### config.mk
export PLATFORM = sky130hd
export DESIGN_NAME = i2c_target
export DESIGN_NICKNAME = d
export VERILOG_FILES = /design/src/rtl/i2c_pkg.sv /design/src/rtl/i2c_bus_sync.sv /design/src/rtl/i2c_target.sv
export SDC_FILE = /design/constraint.sdc
export NUM_CORES = 1
export LEC_CHECK = 0
export ABC_AREA = 1
export ABC_CLOCK_PERIOD_IN_PS = 3800
export CAP_MARGIN = 40
export CORE_MARGIN = 2
export CORE_UTILIZATION = 35
export DETAILED_ROUTE_END_ITERATION = 8
export GPL_ROUTABILITY_DRIVEN = 0
export PLACE_DENSITY = 0.64
export SYNTH_ARGS = -nofsm -noshare
export SYNTH_HDL_FRONTEND = slang
export SYNTH_SLANG_ARGS = --single-unit
### constraint.sdc
create_clock -name CLK -period 3.8 [get_ports CLK]
set_clock_uncertainty 0.1 [all_clocks]
set_input_delay 0.76 -clock CLK [delete_from_list [all_inputs] [get_ports CLK]]
set_output_delay 0.76 -clock CLK [all_outputs]
set_load 0.1 [all_outputs]
### src/rtl/i2c_pkg.sv
// Shared types and constants for the I2C target.
package i2c_pkg;

  localparam int ADDR_W = 7;

  localparam logic ACK  = 1'b0;
  localparam logic NACK = 1'b1;

  typedef enum logic [2:0] {
    S_IDLE,
    S_ADDR,
    S_ADDR_ACK,
    S_WR_BYTE,
    S_WR_ACK,
    S_RD_BYTE,
    S_RD_ACK,
    S_WAIT_STOP
  } state_t;

endpackage

### src/rtl/i2c_bus_sync.sv
// Registers SCL/SDA and flags clock edges plus START/STOP conditions.
module i2c_bus_sync (
  input  logic clk,
  input  logic rst_n,
  input  logic scl,
  input  logic sda,
  output logic scl_rise,
  output logic scl_fall,
  output logic start_det,
  output logic stop_det
);

  logic scl_q;
  logic sda_q;

  // Reset to the idle-bus level so no edge is seen on release of reset.
  always_ff @(posedge clk or negedge rst_n) begin
    if (!rst_n) begin
      scl_q <= 1'b1;
      sda_q <= 1'b1;
    end else begin
      scl_q <= scl;
      sda_q <= sda;
    end
  end

  assign scl_rise  = !scl_q & scl;
  assign scl_fall  = scl_q & !scl;
  assign start_det = scl_q & scl & sda_q & !sda;
  assign stop_det  = scl_q & scl & !sda_q & sda;

endmodule

### src/rtl/i2c_target.sv
// I2C target: 7-bit address match, up to BYTES write bytes, BYTES-byte read word.
//   state       | meaning
//   IDLE        | bus free, waiting for START
//   ADDR        | shifting in address + R/W bit
//   ADDR_ACK    | pulling SDA low for the address ACK
//   WR_BYTE     | shifting in a write byte
//   WR_ACK      | ACK (or NACK on overrun) of a write byte
//   RD_BYTE     | presenting read bits, MSB first
//   RD_ACK      | SDA released, sampling controller ACK/NACK
//   WAIT_STOP   | SDA released until START or STOP
module i2c_target
  import i2c_pkg::*;
#(
  parameter int BYTES = 2
) (
  input  logic                 CLK,
  input  logic                 RESET,
  input  logic                 SCL,
  input  logic                 SDA_OUT,
  input  logic                 SDA_OE,
  input  logic [ADDR_W-1:0]    I2C_ADDR,
  input  logic [8*BYTES-1:0]   RD_DATA,
  output logic                 SDA_IN,
  output logic [8*BYTES-1:0]   WR_DATA,
  output logic [1:0]           WR_LEN,
  output logic                 WR_VALID,
  output logic                 BUSY
);

  localparam int         W       = 8 * BYTES;
  localparam logic [1:0] BYTES_L = 2'(BYTES);

  logic sda;
  logic scl_rise, scl_fall, start_det, stop_det;

  state_t         state, state_nx;
  logic [3:0]     bit_cnt, bit_nx;
  logic [7:0]     shreg, shreg_nx;
  logic           rnw, rnw_nx;
  logic [1:0]     byte_cnt, byte_nx;
  logic [W-1:0]   rd_word, rd_nx;
  logic           sda_nx;
  logic [W-1:0]   wr_data_nx;
  logic [1:0]     wr_len_nx;
  logic           wr_valid_nx;

  assign sda  = SDA_OE ? SDA_OUT : 1'b1;
  assign BUSY = (state != S_IDLE);

  i2c_bus_sync u_sync (
    .clk       (CLK),
    .rst_n     (RESET),
    .scl       (SCL),
    .sda       (sda),
    .scl_rise  (scl_rise),
    .scl_fall  (scl_fall),
    .start_det (start_det),
    .stop_det  (stop_det)
  );

  always_ff @(posedge CLK or negedge RESET) begin
    if (!RESET) begin
      state    <= S_IDLE;
      bit_cnt  <= '0;
      shreg    <= '0;
      rnw      <= 1'b0;
      byte_cnt <= '0;
      rd_word  <= '0;
      SDA_IN   <= 1'b1;
      WR_DATA  <= '0;
      WR_LEN   <= '0;
      WR_VALID <= 1'b0;
    end else begin
      state    <= state_nx;
      bit_cnt  <= bit_nx;
      shreg    <= shreg_nx;
      rnw      <= rnw_nx;
      byte_cnt <= byte_nx;
      rd_word  <= rd_nx;
      SDA_IN   <= sda_nx;
      WR_DATA  <= wr_data_nx;
      WR_LEN   <= wr_len_nx;
      WR_VALID <= wr_valid_nx;
    end
  end

  always_comb begin
    state_nx    = state;
    bit_nx      = bit_cnt;
    shreg_nx    = shreg;
    rnw_nx      = rnw;
    byte_nx     = byte_cnt;
    rd_nx       = rd_word;
    sda_nx      = SDA_IN;
    wr_data_nx  = WR_DATA;
    wr_len_nx   = WR_LEN;
    wr_valid_nx = 1'b0;

    if (stop_det || start_det) begin
      // Either bus condition closes an open write and releases SDA at once.
      if (byte_cnt != 2'd0) begin
        wr_valid_nx = 1'b1;
        wr_len_nx   = byte_cnt;
      end
      byte_nx  = '0;
      bit_nx   = '0;
      sda_nx   = 1'b1;
      state_nx = stop_det ? S_IDLE : S_ADDR;
    end else begin
      case (state)
        S_IDLE: ;
        S_ADDR: begin
          if (scl_rise) begin
            shreg_nx = {shreg[6:0], sda};
            bit_nx   = bit_cnt + 4'd1;
            if (bit_cnt == 4'd7) begin
              if (shreg[6:0] == I2C_ADDR) begin
                rnw_nx   = sda;
                state_nx = S_ADDR_ACK;
              end else begin
                state_nx = S_WAIT_STOP;
              end
            end
          end
        end
        S_ADDR_ACK: begin
          // First fall starts the ACK, second fall (after the ACK clock) ends it.
          if (scl_fall) begin
            bit_nx = '0;
            if (bit_cnt == 4'd8) begin
              sda_nx = ACK;
            end else if (rnw) begin
              rd_nx    = RD_DATA;
              sda_nx   = RD_DATA[W-1];
              state_nx = S_RD_BYTE;
            end else begin
              sda_nx   = NACK;
              state_nx = S_WR_BYTE;
            end
          end
        end
        S_WR_BYTE: begin
          if (scl_rise) begin
            shreg_nx = {shreg[6:0], sda};
            bit_nx   = bit_cnt + 4'd1;
            if (bit_cnt == 4'd7) state_nx = S_WR_ACK;
          end
        end
        S_WR_ACK: begin
          if (scl_fall) begin
            if (bit_cnt == 4'd8) begin
              bit_nx = '0;
              if (byte_cnt < BYTES_L) begin
                sda_nx     = ACK;
                wr_data_nx = {WR_DATA[W-9:0], shreg};
                byte_nx    = byte_cnt + 2'd1;
              end else begin
                state_nx = S_WAIT_STOP;
              end
            end else begin
              sda_nx   = NACK;
              state_nx = S_WR_BYTE;
            end
          end
        end
        S_RD_BYTE: begin
          if (scl_rise) bit_nx = bit_cnt + 4'd1;
          if (scl_fall) begin
            if (bit_cnt == 4'd8) begin
              sda_nx   = 1'b1;
              state_nx = S_RD_ACK;
            end else begin
              // Fill with ones so reads past the word return 0xFF.
              rd_nx  = {rd_word[W-2:0], 1'b1};
              sda_nx = rd_word[W-2];
            end
          end
        end
        S_RD_ACK: begin
          if (scl_rise && sda == NACK) begin
            state_nx = S_WAIT_STOP;
          end else if (scl_fall) begin
            bit_nx   = '0;
            rd_nx    = {rd_word[W-2:0], 1'b1};
            sda_nx   = rd_word[W-2];
            state_nx = S_RD_BYTE;
          end
        end
        S_WAIT_STOP: sda_nx = 1'b1;
        default: begin
          state_nx = S_IDLE;
          sda_nx   = 1'b1;
        end
      endcase
    end
  end

endmodule

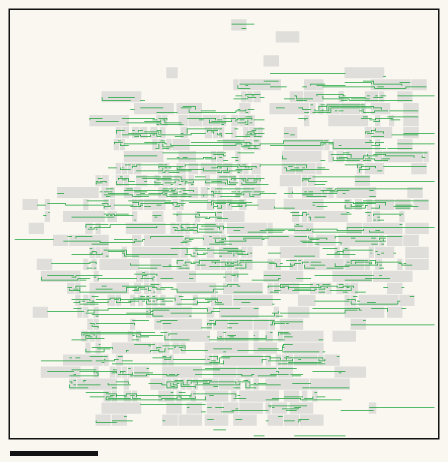
run_1/m1.png
The bar under the picture is 20 um long. Cells faint in the background.
nets with wire on the layer: 420
main direction: horizontal
wire length on this layer: 3,300 um
longest straight run: 25.3 um
M1 GR Usage: 20.9%
Post-Route WL: 6710 um
Via Count: 2,539

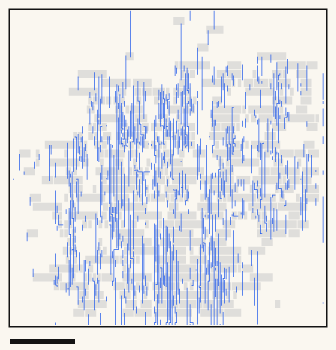
run_1/m2.png
The bar under the picture is 20 um long. Cells faint in the background.
main direction: vertical
longest straight run: 39.8 um

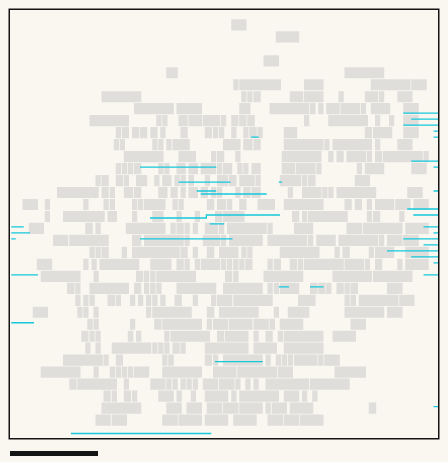
run_1/m3.png
The bar under the picture is 20 um long. Cells faint in the background.
nets with wire on the layer: 34
share of all routed wire: 3.6%
longest straight run: 31.5 um
wire length on this layer: 244 um
main direction: horizontal

==> impl_metrics.json, run 1 <==
{
  "power_mw": 2.24,
  "warning_count": 27,
  "ys_sh_aoi_pct": 16.9,
  "fin_crit_sh_pct": 64.7,
  "endpoint_kind": "flip-flop",
  "ys_warn_count": 0,
  "drt_iter0_drc": 136,
  "leakagePower_nw": 1.85,
  "power_density_mw_per_mm2": 562,
  "startpoint": "SCL",
  "worstPathArrival_ns": 2.59,
  "synthesis.nets": 401,
  "r2r-start": "state[0]",
  "drc": 0,
  "fa_ha_area_share_pct": 1.23,
  "swShare_pct": 43.4,
  "slew_viol_final": 0,
  "ys_area_mm2": 0.00304,
  "top_logic_kind": "simple AND/OR/NAND/NOR gates",
  "internal_power_mw": 1.27,
  "drtAntennaViolNets": 0,
  "cts_tree": "yes",
  "setup_tns_ns": 0,
  "core_area_mm2": 0.00859,
  "vdd_ir_drop_max_mv": 0.188,
  "area_growth_pct": 31.0,
  "dp_hpwl_um": 5030,
  "place_inst": 535,
  "final_net_count": 465,
  "pwr-share-clk_pct": 17.0,
  "max-slew-margin-rel_pct": 44.6,
  "wl_per_cell_um": 12.4,
  "ios": 49,
  "routed_via_density": 4.68,
  "ctsResizeCount": 0,
  "root_buffer": "clkbuf_8",
  "drive_above_1_share_pct": 18.0,
  "yosysUniqueCellTypes": 34,
  "cts_made_buffers": 5,
  "simple_gate_area_share_pct": 25.3,
  "num_rows": 34,
  "syn_area_mm2": 0.00304,
  "max_freq_mhz": 406,
  "grt_pass1_wl_um": 11700,
  "worstHoldPathType": "in -> async",
  "ys_cells": 370,
  "clk_pin_slew_ns": 0.10,
  "synth.avg_cell_area_um2": 8.22,
  "synth-seq-area-share_pct": 45.4,
  "p_switching_mw": 0.971,
  "rsz0062_at_grt": "false",
  "final_util_pct": 46.4,
  "whs_ns": 0.227,
  "antenna_cells": 0,
  "clock_sinks": 55,
  "synthXorXnorAreaFrac_pct": 0.288,
  "path_max_fanout": 30,
  "antenna_found_initial": 0,
  "insertion_delay_ns": 0.31,
  "htreeDepth": 2,
  "p_seq_share_pct": 38.0,
  "stdcell_count": 542,
  "ys_sh_mux_pct": 0,
  "critPathKind": "in -> reg",
  "status": "completed",
  "hold_violations": 0,
  "die_h_um": 97.2,
  "grt_pass1_vias": 2456,
  "syn_inst": 370,
  "die_area_mm2": 0.00945,
  "clk_path_buf_depth": 2,
  "finalSetupViolCount": 0,
  "dieWidth_um": 97.2,
  "required_ns": 3.93,
  "cts_setup_buffers": 0,
  "grt_max_degree": 34,
  "grt_usage_pct": 14.9,
  "fp_util_pct": 35.4,
  "synth_flops": 55,
  "combPwrFrac_pct": 44.9,
  "grt.overflow.total": 0,
  "finalCriticalPeriod_ns": 2.46,
  "portBuffers": 48,
  "first_pass_iters": 4,
  "start_kind": "input port",
  "hold_buffers": 0,
  "worstMarginPinSlew_ns": 0.828,
  "r2r_slack_ns": 1.66,
  "cap_violations": 0
}
[run 1: layout make-up]
class                           instances  area [um2]
Inverter                               54         210
Sequential cell                        55        1380
Multi-Input combinational cell        248        1330
Tap cell                              108         135
Clock inverter                          1        30.0
Fill cell                             847        4610
Timing Repair Buffer                   70         826
Clock buffer                            6        72.6
[run 1: cells in the final DEF, fill, tap and decap left out, drive strengths merged]
cell type and instances:
nor4 1, o21ai 53, o21bai 1, dfrtp 52
inv 54, dfstp 3, clkbuf 6, nor3 4
buf 24, xor2 1, clkdlybuf4s50 46, nand2 126
nand3 13, nor2 22, o22ai 1, a21oi 3
ha 3, nand4 4, bufinv 1, o211ai 16
[run 1: worst paths after layout]
path	to	cells after the start
worst max-delay path	rd_word[4]	6
worst min-delay path	WR_DATA[6]	1
worst max register to register	rd_word[4]	8
worst min register to register	SDA_IN	2
max in group asynchronous	u_sync.scl_q	3
min in group CLK	SDA_IN	2
[run 1: state kept, by name, indices dropped and copies added (netlist names)]
register / cells
shreg: 8
u_sync.scl_q: 1
bit_cnt: 4
rd_word: 15
WR_LEN: 2
SDA_IN: 1
byte_cnt: 2
WR_DATA: 16
rnw: 1
u_sync.sda_q: 1
state: 3
WR_VALID: 1
[run 1: Yosys cell counts, drive strengths merged]
| library cell | count | area [um2] |
|---|---|---|
| nor2 | 22 | 118 |
| nand3 | 13 | 70.1 |
| o211ai | 16 | 190 |
| nand4 | 4 | 40.0 |
| nor4 | 1 | 6.26 |
| o21ai | 53 | 295 |
| dfrtp | 52 | 1300 |
| xor2 | 1 | 8.76 |
| inv | 54 | 210 |
| o21bai | 1 | 7.51 |
| nor3 | 4 | 25.0 |
| dfstp | 3 | 78.8 |
| a21oi | 3 | 15.0 |
| ha | 3 | 37.5 |
| nand2 | 126 | 510 |
| o22ai | 1 | 6.26 |
| buf | 13 | 121 |
[run 1: stage by stage]
step	area (um2)	worst slack [ns]
floorplan	3040	1.73
global placement	3540	1.06
detailed placement	3880	0.985
CTS	3980	1.32
global route	3980	1.12
finish	3980	1.34
[run 1: kinds of logic after synthesis]
group / count (synthesis)
buf+inv: 67
flops: 55
xor+xnor: 1
simple gates: 170
fa+ha+maj: 3
compound gates: 74
[run 1: power by group through the flow]
stage | Sequential [mW] | Combinational (mW) | Clock (mW)
2_1_floorplan | 0.880 | 0.807 | 0
3_5_place_dp | 0.865 | 1.01 | 0
3_3_place_gp | 0.862 | 0.948 | 0
6_report | 0.852 | 1.01 | 0.381
5_1_grt | 0.875 | 1.14 | 0.414
4_1_cts | 0.852 | 1.01 | 0.393
[run 1: critical path, stage by stage]
cell and delay (ns):
clkdlybuf4s50_1 0.48, nor2_2 0.25, o21ai_1 0.15, nor2_4 0.67
o211ai_2 0.16, o21ai_1 0.11
[run 1: metal layers]
metal | global-route usage (%) | up-vias | wire length, um | part of all wire, %
met2 | 24.0 | 47 | 3090 | 46
met4 | 4.17 | 0 | 71 | 1.1
met3 | 2.45 | 5 | 244 | 3.6
li1 | - | 1305 | - | -
met5 | 0 | - | 0 | 0
met1 | 20.9 | 1182 | 3300 | 49
run_1/congestion_map.png
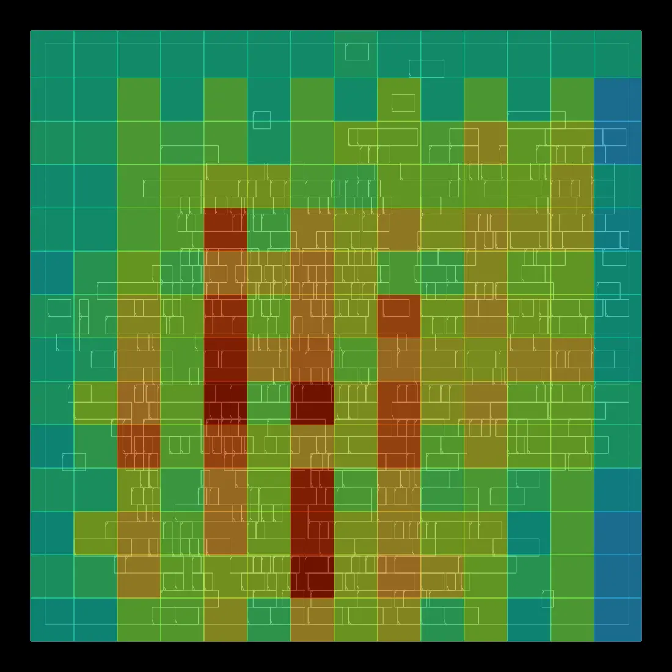

==> run 1 -> run 2 <==
ABC_CLOCK_PERIOD_IN_PS = 2400   (was 3800)
clock period = 2.4 ns   (was 3.8 ns; I/O delays follow)
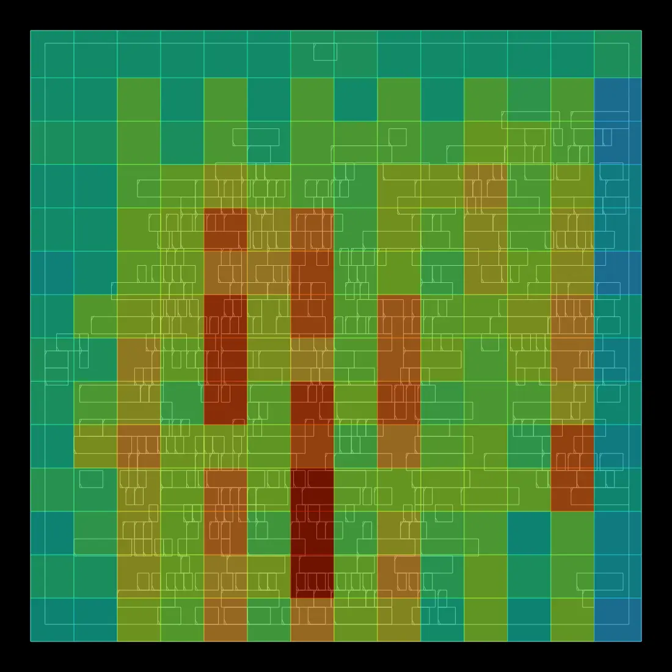
run_2/congestion_map.png
M1 GR Usage: 17.7%
met3 usage: 2.66%

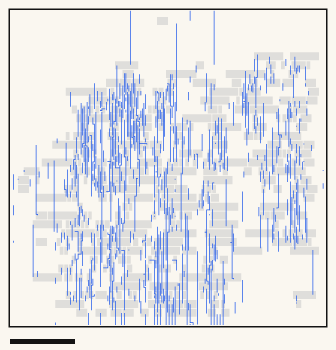
run_2/m2.png
The bar under the picture is 20 um long. Cells faint in the background.
Post-Route WL: 6240 um
global routing usage on met2: 23.1%
Via Count: 2,472

==> run 2 against run 1 <==
- power rose by 58%
- cell area fell by 8.2%
- clock-buffer cell count did not move
- critical path depth rose by 2
- worst setup slack got worse by 1.0 ns
- largest cell class unchanged
- area after synthesis did not move
- register-to-register slack got worse by 1.3 ns
- sequential cell count did not move
- synthesized cell count did not move
- first-iteration DRC count fell by 5.1%
- routed wire length fell by 7.1%
- combinational power rose by 55%
==> impl_metrics.json, run 2 <==
{
  "warning_count": 27,
  "synth.avg_cell_area_um2": 8.22,
  "ys_warn_count": 0,
  "stdcell_count": 525,
  "htreeDepth": 2,
  "final_net_count": 447,
  "num_rows": 34,
  "ys_area_mm2": 0.00304,
  "wl_per_cell_um": 11.9,
  "largest_reg_flops": 16,
  "clk_path_buf_depth": 2,
  "ios": 49,
  "root_buffer": "clkbuf_8",
  "first_pass_iters": 4,
  "clock_sinks": 55,
  "worstHoldPathType": "in -> async",
  "yosysUniqueCellTypes": 34,
  "max_freq_mhz": 482,
  "drt_iter0_drc": 129,
  "fin_crit_sh_pct": 86.5,
  "clk_pin_slew_ns": 0.11,
  "syn_area_mm2": 0.00304,
  "cap_violations": 0,
  "hold_violations": 0,
  "hold_buffers": 0,
  "place_inst": 517,
  "critPathKind": "reg -> reg",
  "path_max_fanout": 29,
  "portBuffers": 48,
  "n_fill_cell": 854,
  "common_cells": "nand2_1, dfrtp_1, inv_1",
  "endpoint_kind": "flip-flop",
  "cts_tree": "yes",
  "worstPathArrival_ns": 2.18,
  "dieWidth_um": 97.2,
  "power_density_mw_per_mm2": 968,
  "antenna_cells": 0,
  "drtAntennaViolNets": 0,
  "vdd_ir_drop_max_mv": 0.311,
  "synth_flops": 55,
  "ys.flop_type": "dfrtp_1",
  "fp_util_pct": 35.4,
  "insertion_delay_ns": 0.31,
  "dp_hpwl_um": 4490,
  "worstPathCellList": "inv_4 > nand2_4 > inv_2 > nand2_2 > nand2_2 > nand2_1 > o211ai_2 > o21ai_1",
  "layout_top_cells": "nand2_1, dfrtp_1, inv_1",
  "leakagePower_nw": 1.74,
  "seq_area_mm2": 0.00138,
  "top_register": "WR_DATA",
  "max-slew-margin-rel_pct": 56.8,
  "grt.overflow.total": 0,
  "grt_max_degree": 56,
  "required_ns": 2.50,
  "start_kind": "flip-flop",
  "cts_made_buffers": 5,
  "ctsResizeCount": 0,
  "synth-seq-area-share_pct": 45.4,
  "yosysTopAreaCellShare_pct": 42.8,
  "synth_top_cell_by_area": "dfrtp_1",
  "synth_dominant_cell_count": "nand2_1",
  "syn_inst": 370,
  "slew_viol_final": 0,
  "die_h_um": 97.2,
  "drc": 0,
  "grt_pass1_vias": 2387,
  "drive_above_1_share_pct": 19.4,
  "setup_tns_ns": 0,
  "grt_usage_pct": 13.7,
  "status": "completed",
  "lay_top_count": "nand2_1",
  "finalSetupViolCount": 0,
  "cts_setup_buffers": 0,
  "async_reset_ff_share_pct": 100,
  "slowest_delay_ns": 0.56,
  "synthTopCellsByArea": "dfrtp_1, nand2_1, inv_1",
  "logic_area_mm2": 0.00133,
  "area_growth_pct": 20.2,
  "rsz0062_at_grt": "false",
  "grt_pass1_wl_um": 10800,
  "synthesis.nets": 401,
  "routed_via_density": 4.71,
  "worstMarginPinSlew_ns": 0.645,
  "synth-edff-count": 0,
  "finalCriticalPeriod_ns": 2.08,
  "critPathSlowestCell": "dfrtp_1",
  "reg.largest.list": "WR_DATA x16, rd_word x15, shreg x8",
  "antenna_found_initial": 0,
  "die_area_mm2": 0.00945,
  "core_area_mm2": 0.00859,
  "crit_path_frequent_cell": "nand2_2",
  "final_util_pct": 42.5,
  "ys_cells": 370
}
==> run 2: final cells by class <==
class | instances | area share, %
Clock buffer | 6 | 1.98
Clock inverter | 2 | 1.03
Inverter | 54 | 5.75
Multi-Input combinational cell | 248 | 36.4
Sequential cell | 55 | 37.7
Tap cell | 108 | 3.70
Timing Repair Buffer | 52 | 13.4
==> run 2: cell families (layout without fill, tap and decap cells) <==
group                    after synthesis  in the layout  share of synthesized area [%]
AND-OR/OR-AND                         74             74                           16.9
XOR/XNOR                               1              1                          0.288
adder cells (fa/ha/maj)                3              3                           1.23
buffers and inverters                 67            114                           10.9
flip-flops                            55             55                           45.4
AND/OR/NAND/NOR                      170            170                           25.3
==> run 2: worst paths after layout <==
kind,from,endpoint,slack [ns],cells past startpoint
setup / recovery,state[0],rd_word[6],0.32,8
hold / removal,RESET,WR_DATA[4],0.06,2
setup reg to reg,state[0],rd_word[6],0.32,8
hold reg to reg,SDA_IN,SDA_IN,0.38,2
max in group asynchronous,RESET,u_sync.scl_q,1.85,2
min in group CLK,SDA_IN,SDA_IN,0.38,2
==> run 2: stage by stage <==
| step | cell area [um2] | total power [mW] | hold slack (ns) | worst slack [ns] |
|---|---|---|---|---|
| CTS | 3660 | 3.58 | 0.0589 | 0.304 |
| floorplan | 3040 | 2.67 | 0.0844 | 0.605 |
| global route | 3660 | 3.82 | 0.0646 | 0.160 |
| global placement | 3550 | 2.92 | 0.365 | 0.210 |
| detailed placement | 3550 | 2.95 | 0.366 | 0.163 |
| finish | 3660 | 3.54 | 0.0559 | 0.324 |
==> run 2: where the power goes <==
group	switching (mW)	total (mW)	internal (mW)
Combinational	1.04	1.57	0.524
Sequential	0.187	1.35	1.16
Clock	0.311	0.623	0.312
Total	1.54	3.54	2.00
==> run 2: worst max-delay path: cells and delay by family, from the launching register on <==
| kind | cells | cell delay (ns) |
|---|---|---|
| AND-OR/OR-AND | 2 | 0.20 |
| buffers and inverters | 2 | 0.27 |
| flip-flops | 1 | 0.56 |
| AND/OR/NAND/NOR | 4 | 0.82 |
==> run 2: per-layer routing <==
metal / GRT usage, % / share of wire (%) / vias up
li1: - / - / 1269
met1: 17.7 / 49 / 1159
met2: 23.1 / 46 / 37
met3: 2.66 / 3.5 / 7
met4: 4.38 / 1.3 / 0
met5: 0 / 0 / -
==> run 2 -> run 3 <==
CTS_CLUSTER_SIZE = 28   (was not set)
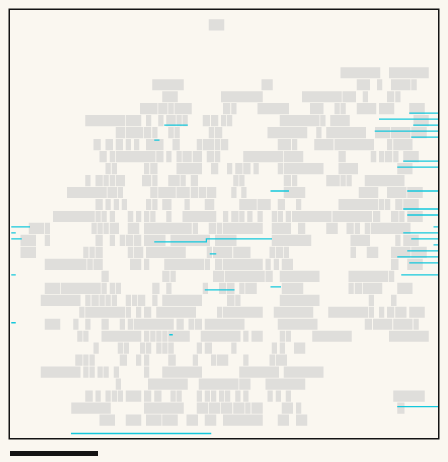
run_3/m3.png
The bar under the picture is 20 um long. Cells faint in the background.
main direction: horizontal
wire length on this layer: 222 um

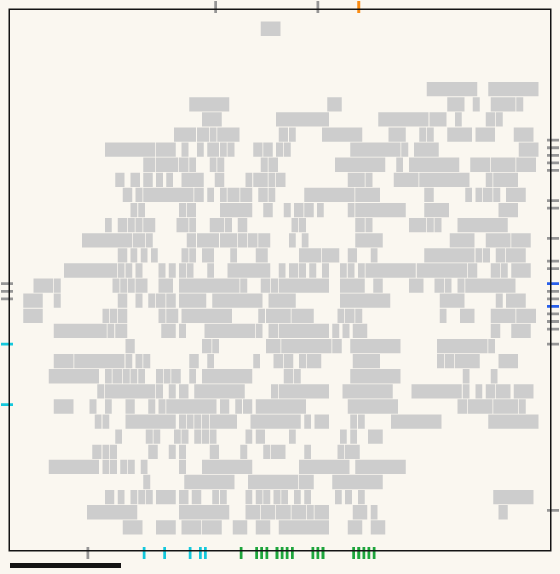
run_3/pinout.png
The bar under the picture is 20 um long. Pins as bars across the die edge, other pins in gray.
[`I2C_ADDR`] cyan | pins: 7 | direction: input | edge: 5 bottom, 2 left
[`SDA_IN`] orange | pins: 1 | direction: output | edge: top
[`WR_DATA`] green | pins: 16 | direction: output | edge: bottom
[`WR_LEN`] blue | pins: 2 | direction: output | edge: right
all pins by edge: 22 bottom, 19 right, 5 left, 3 top

==> run 3 against run 2 <==
- final cell count did not move
- area after synthesis did not move
- clock-buffer cell count did not move
- critical path type unchanged
- sequential share of layout area did not move
- highest routed layer unchanged
- hold slack did not move
- critical endpoint unchanged
==> impl_metrics.json, run 3 <==
{
  "startpoint": "state[0]",
  "warning_count": 27,
  "finalCriticalPeriod_ns": 2.08,
  "worstPathArrival_ns": 2.18,
  "dp_hpwl_um": 4490,
  "hold_violations": 0,
  "r2r_end": "rd_word[6]",
  "drc": 0,
  "r2r_slack_ns": 0.32,
  "layout_top_cells": "nand2_1, dfrtp_1, inv_1",
  "lay_top_count": "nand2_1",
  "setup_tns_ns": 0,
  "ys_cells": 370,
  "ys_warn_count": 0,
  "die_area_mm2": 0.00945,
  "start_kind": "flip-flop",
  "routed_via_density": 4.71,
  "drt_wl_total_um": 6240,
  "portBuffers": 48,
  "max-slew-margin-rel_pct": 56.8,
  "ys.flop_type": "dfrtp_1",
  "drive_above_1_share_pct": 19.4,
  "clock_sinks": 55,
  "max_freq_mhz": 482,
  "vdd_ir_drop_max_mv": 0.311,
  "drt_iter0_drc": 129,
  "endpoint_kind": "flip-flop",
  "syn_area_mm2": 0.00304,
  "die_h_um": 97.2,
  "synth_top_cell_by_area": "dfrtp_1",
  "leakagePower_nw": 1.74,
  "place_inst": 517,
  "yosysTopAreaCellShare_pct": 42.8,
  "fp_util_pct": 35.4,
  "core_area_mm2": 0.00859,
  "clk_pin_slew_ns": 0.11,
  "synthesis.nets": 401,
  "async_reset_ff_share_pct": 100,
  "clk_path_buf_depth": 2,
  "num_rows": 34,
  "reg2reg_depth": 8,
  "via_count": 2472,
  "common_cells": "nand2_1, dfrtp_1, inv_1",
  "final_net_count": 447,
  "ios": 49,
  "grt_pass1_vias": 2387,
  "synth-seq-area-share_pct": 45.4,
  "ys_area_mm2": 0.00304,
  "grt_usage_pct": 13.7,
  "grt_pass1_wl_um": 10800,
  "cts_tree": "yes",
  "wl_per_cell_um": 11.9,
  "fin_crit_sh_pct": 86.5,
  "busiest_layer": "met2",
  "path_max_fanout": 29,
  "rsz0062_at_grt": "false",
  "synth_dominant_cell_count": "nand2_1",
  "status": "completed",
  "first_pass_iters": 4,
  "syn_inst": 370,
  "required_ns": 2.50,
  "insertion_delay_ns": 0.31,
  "final_util_pct": 42.5,
  "synthTopCellsByArea": "dfrtp_1, nand2_1, inv_1",
  "cts_setup_buffers": 0,
  "synth.avg_cell_area_um2": 8.22,
  "slew_viol_final": 0,
  "grt.overflow.total": 0,
  "dieWidth_um": 97.2,
  "cap_violations": 0,
  "power_density_mw_per_mm2": 968,
  "finalSetupViolCount": 0,
  "critPathKind": "reg -> reg",
  "synth-edff-count": 0,
  "top_register": "WR_DATA",
  "reg.largest.list": "WR_DATA x16, rd_word x15, shreg x8",
  "htreeDepth": 2,
  "yosysUniqueCellTypes": 34,
  "largest_reg_flops": 16,
  "grt_max_degree": 56,
  "antenna_found_initial": 0,
  "ctsResizeCount": 0,
  "root_buffer": "clkbuf_8",
  "use_met2_pct": 23.1,
  "cts_made_buffers": 5,
  "worstHoldPathType": "in -> async",
  "hold_buffers": 0,
  "stdcell_count": 525,
  "area_growth_pct": 20.2,
  "r2r-start": "state[0]",
  "drtAntennaViolNets": 0,
  "power_mw": 3.54,
  "synth_flops": 55,
  "worstMarginPinSlew_ns": 0.645,
  "antenna_cells": 0,
  "met3_usage_pct": 2.66,
  "gr-usage-met1_pct": 17.7
}
[run 3: cell counts in the layout (fill, tap and decap cells not counted)]
No cell type changed its count.
[run 3: worst max-delay path by stage]
| stage | end | slack (ns) | cells after the start |
|---|---|---|---|
| detailed placement | SDA_IN | 0.16 | 10 |
| global route | rd_word[3] | 0.16 | 8 |
| global placement | SDA_IN | 0.21 | 10 |
| floorplan | BUSY | 0.61 | 3 |
| CTS | BUSY | 0.30 | 3 |
| finish | rd_word[6] | 0.32 | 8 |
[run 3: kinds of logic after synthesis]
| family | share of synthesized area, % |
|---|---|
| fa+ha+maj | 1.23 |
| simple gates | 25.3 |
| flops | 45.4 |
| compound gates | 16.9 |
| buf+inv | 10.9 |
| xor+xnor | 0.288 |
[run 3: where the power goes]
part | switching [mW] | leakage [nW] | internal, mW
Combinational | 1.04 | 0.982 | 0.524
Sequential | 0.187 | 0.711 | 1.16
Clock | 0.311 | 0.0514 | 0.312
Total | 1.54 | 1.74 | 2.00
[run 3: layer usage]
metal / up-vias / routed length, um
li1: 1269 / -
met3: 7 / 221
met1: 1159 / 3040
met4: 0 / 83
met2: 37 / 2900
met5: - / 0
[run 3: area by class of cell]
class	count	area [um2]
clock buffers	6	72.6
fillers	854	4940
well taps	108	135
multi-input cells	248	1330
clock inverters	2	37.5
repair buffers	52	490
inverters	54	210
flip-flops and latches	55	1380
[run 3: through the flow]
| stage | area, um2 | setup WS (ns) | hold slack, ns |
|---|---|---|---|
| 3_5_place_dp | 3550 | 0.163 | 0.366 |
| 4_1_cts | 3660 | 0.304 | 0.0589 |
| 5_1_grt | 3660 | 0.160 | 0.0646 |
| 2_1_floorplan | 3040 | 0.605 | 0.0844 |
| 6_report | 3660 | 0.324 | 0.0559 |
| 3_3_place_gp | 3550 | 0.210 | 0.365 |
[run 3: worst max-delay path, cell delays in order, from the launching register on]
cell	delay, ns
dfrtp_1	0.56
inv_4	0.15
nand2_4	0.07
inv_2	0.12
nand2_2	0.09
nand2_2	0.51
nand2_1	0.15
o211ai_2	0.10
o21ai_1	0.10
No activity file was given, so power comes from the tool's default toggle rates.
